Fig. 1: run 1, I/O pins on the die edge
Bar = 20 µm. Pins as bars across the die edge, other pins in grey.
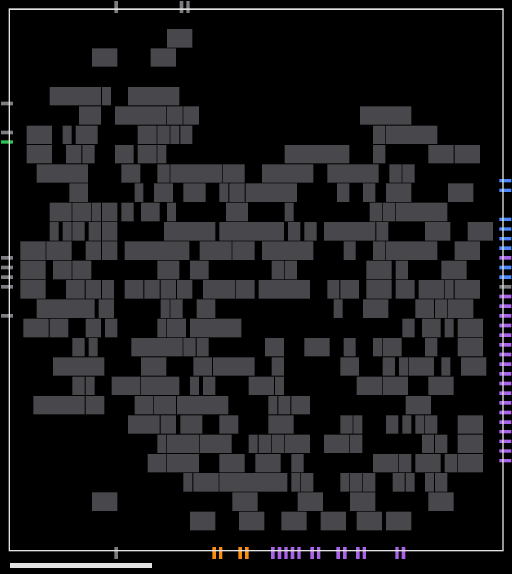
Fig. 2: run 1, sequential cells grouped by signal name
Bar = 20 µm. Other sequential cells in the stronger grey, the rest of the logic in the fainter grey.
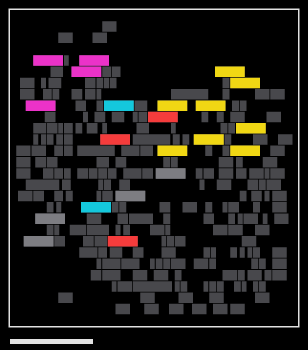
Fig. 3: run 1, signal wires on met1
Bar = 20 µm.
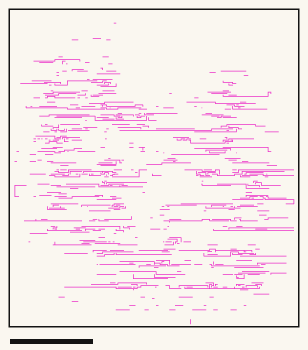
## src/rtl/rr_reg_arbiter_pkg.sv

```systemverilog
// Shared types and helpers for the round-robin register arbiter.
package rr_reg_arbiter_pkg;

  typedef enum logic [0:0] {StIdle, StGrant} state_e;

  // An owner index is never narrower than one bit, even with two requesters.
  function automatic int unsigned owner_width(int unsigned n_req);
    return (n_req > 2) ? int'($clog2(n_req)) : 1;
  endfunction

endpackage

```

## src/rtl/shared_reg.sv

```systemverilog
// Shared storage register: synchronous active-high reset with priority over the write enable.
module shared_reg #(
  parameter int unsigned DataW = 8
) (
  input  logic             clk,
  input  logic             rst,
  input  logic             we_i,
  input  logic [DataW-1:0] d_i,
  output logic [DataW-1:0] q_o
);

  logic [DataW-1:0] q_q;

  always_ff @(posedge clk) begin
    if (rst) begin
      q_q <= '0;
    end else if (we_i) begin
      q_q <= d_i;
    end
  end

  assign q_o = q_q;

endmodule

```

## src/rtl/rr_reg_arbiter.sv

```systemverilog
// Round-robin arbiter granting bursts of writes into one shared register.
module rr_reg_arbiter
  import rr_reg_arbiter_pkg::*;
#(
  parameter int unsigned NReq    = 4,
  parameter int unsigned DataW   = 8,
  parameter int unsigned MaxHold = 4,
  localparam int unsigned OwnerW = owner_width(NReq)
) (
  input  logic                  clk,
  input  logic                  rst,
  input  logic [NReq-1:0]       req_i,
  input  logic [NReq-1:0]       last_i,
  input  logic [NReq*DataW-1:0] wdata_i,
  output logic [NReq-1:0]       gnt_o,
  output logic [OwnerW-1:0]     owner_o,
  output logic [DataW-1:0]      q_o,
  output logic                  q_valid_o
);

  localparam int unsigned CntW = $clog2(MaxHold + 1);
  localparam int unsigned SumW = OwnerW + 1;

  state_e            state_q, state_d;
  logic [NReq-1:0]   gnt_q, gnt_d;
  logic [OwnerW-1:0] owner_q, owner_d;
  logic [OwnerW-1:0] ptr_q, ptr_d;
  logic [CntW-1:0]   cnt_q, cnt_d;
  logic              q_valid_q, q_valid_d;

  logic [2*NReq-1:0] req_sh;
  logic [SumW-1:0]   sum;
  logic [OwnerW-1:0] winner;
  logic              any_req;
  logic [DataW-1:0]  wdata_sel;
  logic [CntW-1:0]   cnt_inc;
  logic              we;

  // Rotate requests so bit 0 is the requester at ptr; lowest set bit wins.
  always_comb begin
    req_sh  = {req_i, req_i} >> ptr_q;
    any_req = |req_i;
    sum     = '0;
    for (int j = NReq - 1; j >= 0; j--) begin
      if (req_sh[j]) begin
        sum = {1'b0, ptr_q} + SumW'(j);
      end
    end
    if (sum >= SumW'(NReq)) begin
      sum = sum - SumW'(NReq);
    end
    winner = sum[OwnerW-1:0];
  end

  always_comb begin
    wdata_sel = '0;
    for (int i = 0; i < NReq; i++) begin
      if (owner_q == OwnerW'(i)) begin
        wdata_sel = wdata_i[i*DataW +: DataW];
      end
    end
  end

  assign cnt_inc = cnt_q + CntW'(1);

  always_comb begin
    state_d   = state_q;
    gnt_d     = gnt_q;
    owner_d   = owner_q;
    ptr_d     = ptr_q;
    cnt_d     = cnt_q;
    q_valid_d = 1'b0;
    we        = 1'b0;
    unique case (state_q)
      StIdle: begin
        if (any_req) begin
          gnt_d   = NReq'(1) << winner;
          owner_d = winner;
          cnt_d   = '0;
          state_d = StGrant;
        end
      end
      StGrant: begin
        if (req_i[owner_q]) begin
          we        = 1'b1;
          q_valid_d = 1'b1;
          cnt_d     = cnt_inc;
        end
        if (!req_i[owner_q] || last_i[owner_q] || (cnt_inc == CntW'(MaxHold))) begin
          gnt_d   = '0;
          state_d = StIdle;
          cnt_d   = '0;
          ptr_d   = (owner_q == OwnerW'(NReq - 1)) ? '0 : owner_q + OwnerW'(1);
        end
      end
      default: state_d = StIdle;
    endcase
  end

  always_ff @(posedge clk) begin
    if (rst) begin
      state_q   <= StIdle;
      gnt_q     <= '0;
      owner_q   <= '0;
      ptr_q     <= '0;
      cnt_q     <= '0;
      q_valid_q <= 1'b0;
    end else begin
      state_q   <= state_d;
      gnt_q     <= gnt_d;
      owner_q   <= owner_d;
      ptr_q     <= ptr_d;
      cnt_q     <= cnt_d;
      q_valid_q <= q_valid_d;
    end
  end

  shared_reg #(
    .DataW(DataW)
  ) u_shared_reg (
    .clk (clk),
    .rst (rst),
    .we_i(we),
    .d_i (wdata_sel),
    .q_o (q_o)
  );

  assign gnt_o     = gnt_q;
  assign owner_o   = owner_q;
  assign q_valid_o = q_valid_q;

endmodule

```

## config.mk

```make
export PLATFORM = sky130hd
export DESIGN_NAME = rr_reg_arbiter
export DESIGN_NICKNAME = d
export VERILOG_FILES = /design/src/rtl/rr_reg_arbiter_pkg.sv /design/src/rtl/shared_reg.sv /design/src/rtl/rr_reg_arbiter.sv
export SDC_FILE = /design/constraint.sdc
export NUM_CORES = 1
export LEC_CHECK = 0
export CELL_PAD_IN_SITES_DETAIL_PLACEMENT = 0
export CELL_PAD_IN_SITES_GLOBAL_PLACEMENT = 1
export CORE_ASPECT_RATIO = 1.1
export CORE_UTILIZATION = 27
export CTS_BUF_LIST = sky130_fd_sc_hd__clkbuf_16
export CTS_CLUSTER_SIZE = 14
export DETAILED_ROUTE_END_ITERATION = 7
export PLACE_DENSITY = 0.76
export SLEW_MARGIN = 20
export SYNTH_ARGS = -nofsm -noshare
export SYNTH_HDL_FRONTEND = slang
export SYNTH_SLANG_ARGS = --single-unit
```

## constraint.sdc

```tcl
create_clock -name clk -period 2.3 [get_ports clk]
set_clock_uncertainty 0.1 [all_clocks]
set_input_delay 0.345 -clock clk [delete_from_list [all_inputs] [get_ports clk]]
set_output_delay 0.345 -clock clk [all_outputs]
set_load 0.01 [all_outputs]
```

==> ci_impl_report.md, run 1 <==
### Flow metrics

| Metric | Value |
|---|---|
| Clock slew at reported path FFs | `0.06 ns` |
| Slew HR | `between 60% and 70%` |
| Reg2Reg Setup Slack | `between 0.2 and 0.25 ns` |
| Top cell area share | `a little under a third` |
| Post-route insts no fill | `292` |
| # Taps | `56` |
| Worst hold path depth | `2` |
| Logic gate fraction of the total cell area | `approximately 40%` |
| Most frequent logic cell in the layout | `clkdlybuf4s50_1` |
| Placed inst area | `just over 0.002 mm²` |
| Reg2reg path depth | `5` |
| Worst Path Class, Setup | `input port to register` |
| Worst VDD drop | `479.8 µV` |
| Vias in the first global route | `1350` |
| DRT antenna net count | `0` |
| Die Size | `approximately 0.0053 mm²` |
| # placed instances | `288` |
| Switching pwr | `0.3495 mW` |
| Startpoint types | `input port` |
| H-Tree Depth | `1` |
| Power Clock | `0.358 mW` |
| Top layer in use | `met4` |
| P&R area growth vs syn | `56.88%` |
| CLK BUF | `3` |
| Minimum clock period | `2.054 ns` |
| Xor/xnor share | `0.6506%` |
| Status | `finished, final reports clean` |
| Maximum net fanout on the critical path | `2` |
Notes on Fig. 1 above:
Green stands for `rst`, pins 1, direction input, edge west. Purple stands for `wdata_i`, pins 32, direction input, edge 19 east, 13 south. Orange stands for `last_i`, pins 4, direction input, edge south. Blue stands for `q_o`, pins 8, direction output, edge east.
All pins by edge: 28 east, 18 south, 8 west, 3 north.

Notes on Fig. 2 above:
Cyan stands for `ptr_q`, placed flops 2. Yellow stands for `u_shared_reg.q_o`, placed flops 8. Magenta stands for `gnt_o`, placed flops 4, where north-west. Red stands for `cnt_q`, placed flops 3.
Another 4 sequential cells are not coloured.

Notes on Fig. 3 above:
The layer holds 43% of the routed length. The layer carries 1670 µm of wire. The longest straight run is 22.1 µm. The wires run mostly horizontal. 238 nets have wire on it.

## Run 2: what changed since run 1
--- a/config.mk
+++ b/config.mk
@@ -5,6 +5,7 @@
 export SDC_FILE = /design/constraint.sdc
 export NUM_CORES = 1
 export LEC_CHECK = 0
+export ABC_CLOCK_PERIOD_IN_PS = 2300
 export CELL_PAD_IN_SITES_DETAIL_PLACEMENT = 0
 export CELL_PAD_IN_SITES_GLOBAL_PLACEMENT = 1
 export CORE_ASPECT_RATIO = 1.1
@@ -13,6 +14,7 @@
 export CTS_CLUSTER_SIZE = 14
 export DETAILED_ROUTE_END_ITERATION = 7
 export PLACE_DENSITY = 0.76
+export SKIP_LAST_GASP = 1
 export SLEW_MARGIN = 20
 export SYNTH_ARGS = -nofsm -noshare
 export SYNTH_HDL_FRONTEND = slang
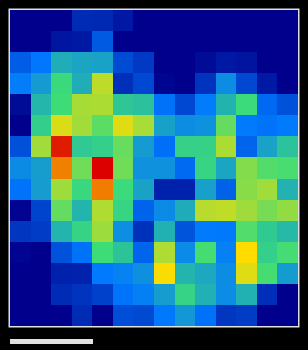
Fig. 4. Routed metal per tile (run 2).
Bar = 20 µm. 14 x 15 tiles, from dark blue (low) to red (high), scaled to the fullest tile. Values are wire area over tile area, all layers added.
The fullest tile reaches 0.41. 20% of the tiles are over half the peak. The emptiest ninth of the die: north-east. 21% of the tiles are nearly empty.

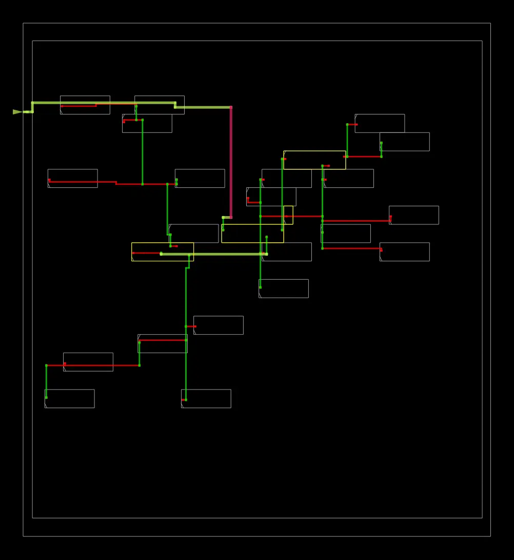
Fig. 5. The clock network (run 2).
# clock sinks: 21
CTS buffer count: 3
CLK BUF: 3

==> run 2 against run 1 <==
  * Power did not move
  * Critical path depth stayed put
  * Sequential share of layout area stayed put
  * Largest power group unchanged
==> ci_impl_report.md, run 2 <==
### Flow metrics

| Metric | Value |
|---|---|
| Switching pwr | `around 0.35 mW` |
| P&R area growth vs syn | `56.88%` |
| Top cell area share | `31.23%` |
| Vias in the first global route | `1350` |
| DRT antenna net count | `0` |
| Maximum net fanout on the critical path | `2` |
| Internal | `0.8585 mW` |
| # placed instances | `288` |
| Placed inst area | `slightly above 0.002 mm²` |
| Worst Path Class, Setup | `input port to register` |
| Final GP Congestion | `around 0.77` |
| Power Clock | `~0.36 mW` |
| Xor/xnor share | `0.6506%` |
| Register Area | `420.4 µm²` |
| # Taps | `roughly 56` |
| Reg2reg path depth | `5` |
| Status | `finished, final reports clean` |
| Logic gate fraction of the total cell area | `39.22%` |
| Reg2Reg Setup Slack | `0.25 ns` |
| CORE AREA | `between 0.004 and 0.005 mm²` |
| Final net count | `285` |
| Minimum clock period | `2.054 ns` |
| H-Tree Depth | `1` |
| Final instance area | `0.002112 mm²` |
| Post-route insts no fill | `roughly 290` |
| Worst VDD drop | `roughly 480 µV` |
| Utilization after layout | `44.77%` |
| Die Size | `between 0.005 and 0.006 mm²` |
| Most frequent logic cell in the layout | `clkdlybuf4s50_1` |
| Worst hold path depth | `2` |
| Reg2reg start | `owner_o[0]` |
| Slew HR | `62.06%` |
| CP peak stage delay | `0.58 ns` |
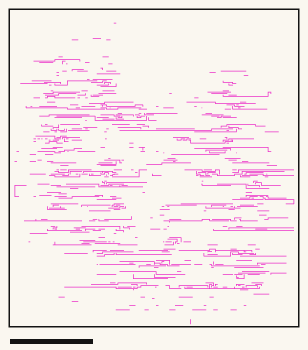
Fig. 6. Signal wires on met1 (run 2).
Bar = 20 µm.
The layer holds 43% of the routed length. The layer carries 1670 µm of wire. The longest straight run is 22.1 µm. 238 nets have wire on it. The wires run mostly horizontal.

Fig. 7: run 2, I/O pins on the die edge
Bar = 20 µm. Pins as bars across the die edge, other pins in grey.
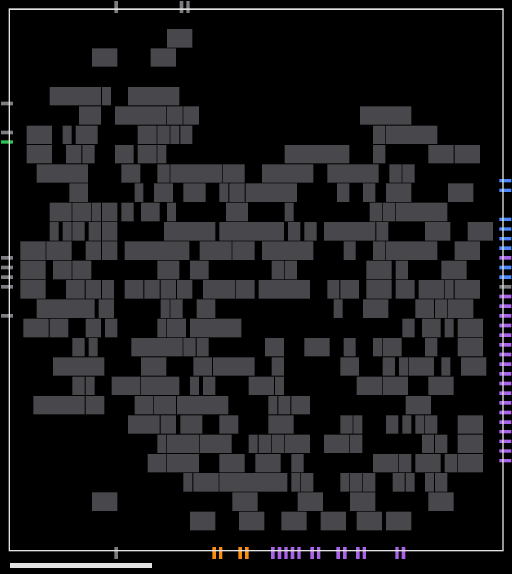

## Run 3: what changed since run 2
--- a/config.mk
+++ b/config.mk
@@ -13,7 +13,7 @@
 export CTS_BUF_LIST = sky130_fd_sc_hd__clkbuf_16
 export CTS_CLUSTER_SIZE = 14
 export DETAILED_ROUTE_END_ITERATION = 7
-export PLACE_DENSITY = 0.76
+export PLACE_DENSITY = 0.84
 export SKIP_LAST_GASP = 1
 export SLEW_MARGIN = 20
 export SYNTH_ARGS = -nofsm -noshare
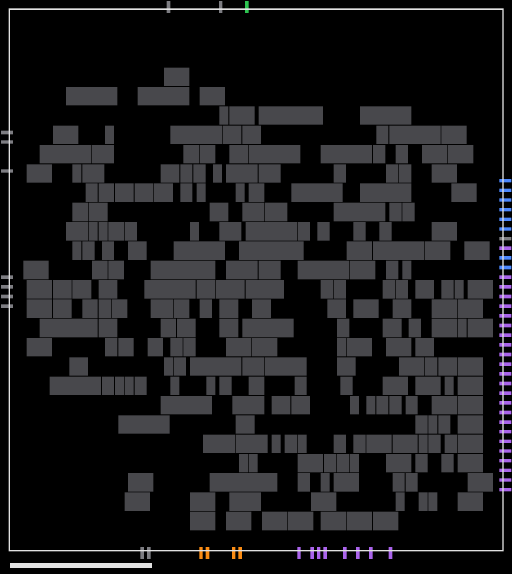
Fig. 8. I/O pins on the die edge (run 3).
Bar = 20 µm. Pins as bars across the die edge, other pins in grey.
Orange stands for `last_i`, pins 4, direction input, edge south. Green stands for `rst`, pins 1, direction input, edge north. Blue stands for `q_o`, pins 8, direction output, edge east. Purple stands for `wdata_i`, pins 32, direction input, edge 24 east, 8 south.

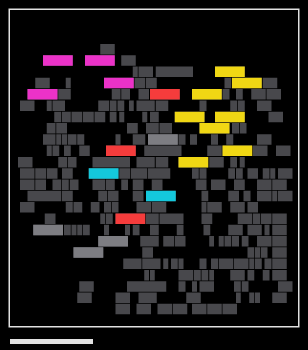
Fig. 9. Sequential cells grouped by signal name (run 3).
Bar = 20 µm. Other sequential cells in the stronger grey, the rest of the logic in the fainter grey.
Red stands for `cnt_q`, placed flops 3. Magenta stands for `gnt_o`, placed flops 4, where north-west. Yellow stands for `u_shared_reg.q_o`, placed flops 8. Cyan stands for `ptr_q`, placed flops 2.
Another 4 sequential cells are not coloured.

==> run 3 against run 2 <==
  * Critical path depth unchanged
  * Power increased by 1.2%
  * Non-clock buffer count increased by 1
  * Core utilization increased by 0.19 points
  * Combinational power about the same
  * Global-route usage decreased by 0.060 points
  * Worst hold slack improved by 0.0072 ns
  * Clock power increased by 3%
  * Cell area increased by 0.41%
  * Die area unchanged
  * Largest cell class unchanged
  * Sequential cell count unchanged
  * Wire length increased by 1.4%
==> ci_impl_report.md, run 3 <==
### Flow metrics

| Metric | Value |
|---|---|
| Status | `finished, final reports clean` |
| Placed inst area | `0.002041 mm²` |
| H-Tree Depth | `1` |
| Clock slew at reported path FFs | `0.06 ns` |
| CP peak stage delay | `0.53 ns` |
| Final instance area | `0.002121 mm²` |
| P&R area growth vs syn | `57.53%` |
| Switching pwr | `0.3589 mW` |
| Slew HR | `a little over three fifths` |
| CLK BUF | `3` |
| Post-route insts no fill | `293` |
| Power Clock | `about 0.37 mW` |
| Internal | `0.8636 mW` |
| Clk buf depth | `2` |
| Worst hold path depth | `2` |
| Reg2Reg Setup Slack | `0.24 ns` |
| Vias in the first global route | `1360` |
| Reg2reg path depth | `5` |
| # placed instances | `approximately 290` |
| Worst Path Class, Setup | `register to register` |
| CTS buffer count | `3` |
| Register Area | `around 420 µm²` |
| Xor/xnor share | `less than 1%` |
| Utilization after layout | `between 40% and 50%` |
| Worst VDD drop | `312.1 µV` |
| Startpoint types | `register` |
| Die Size | `0.005273 mm²` |
| Final GP Congestion | `a little under 0.8` |
| # clock sinks | `21` |
| Most frequent logic cell in the layout | `clkdlybuf4s50_1` |
| Top layer in use | `met4` |
| Maximum net fanout on the critical path | `5` |
| Top cell area share | `31.23%` |
| # Taps | `56` |
| CTS tree | `built` |
| Final net count | `~290` |
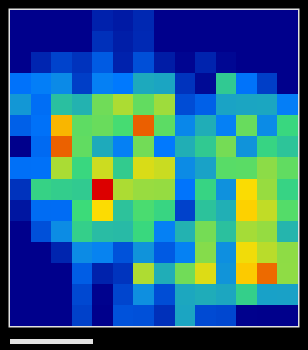
Fig. 10. Routed metal per tile (run 3).
Bar = 20 µm. 14 x 15 tiles, from dark blue (low) to red (high), scaled to the fullest tile. Values are wire area over tile area, all layers added.
The fullest tile reaches 0.40. 22% of the tiles are over half the peak. 23% of the tiles are nearly empty. The mean over all tiles is 0.12.

Power and IR drop assume default switching activity.
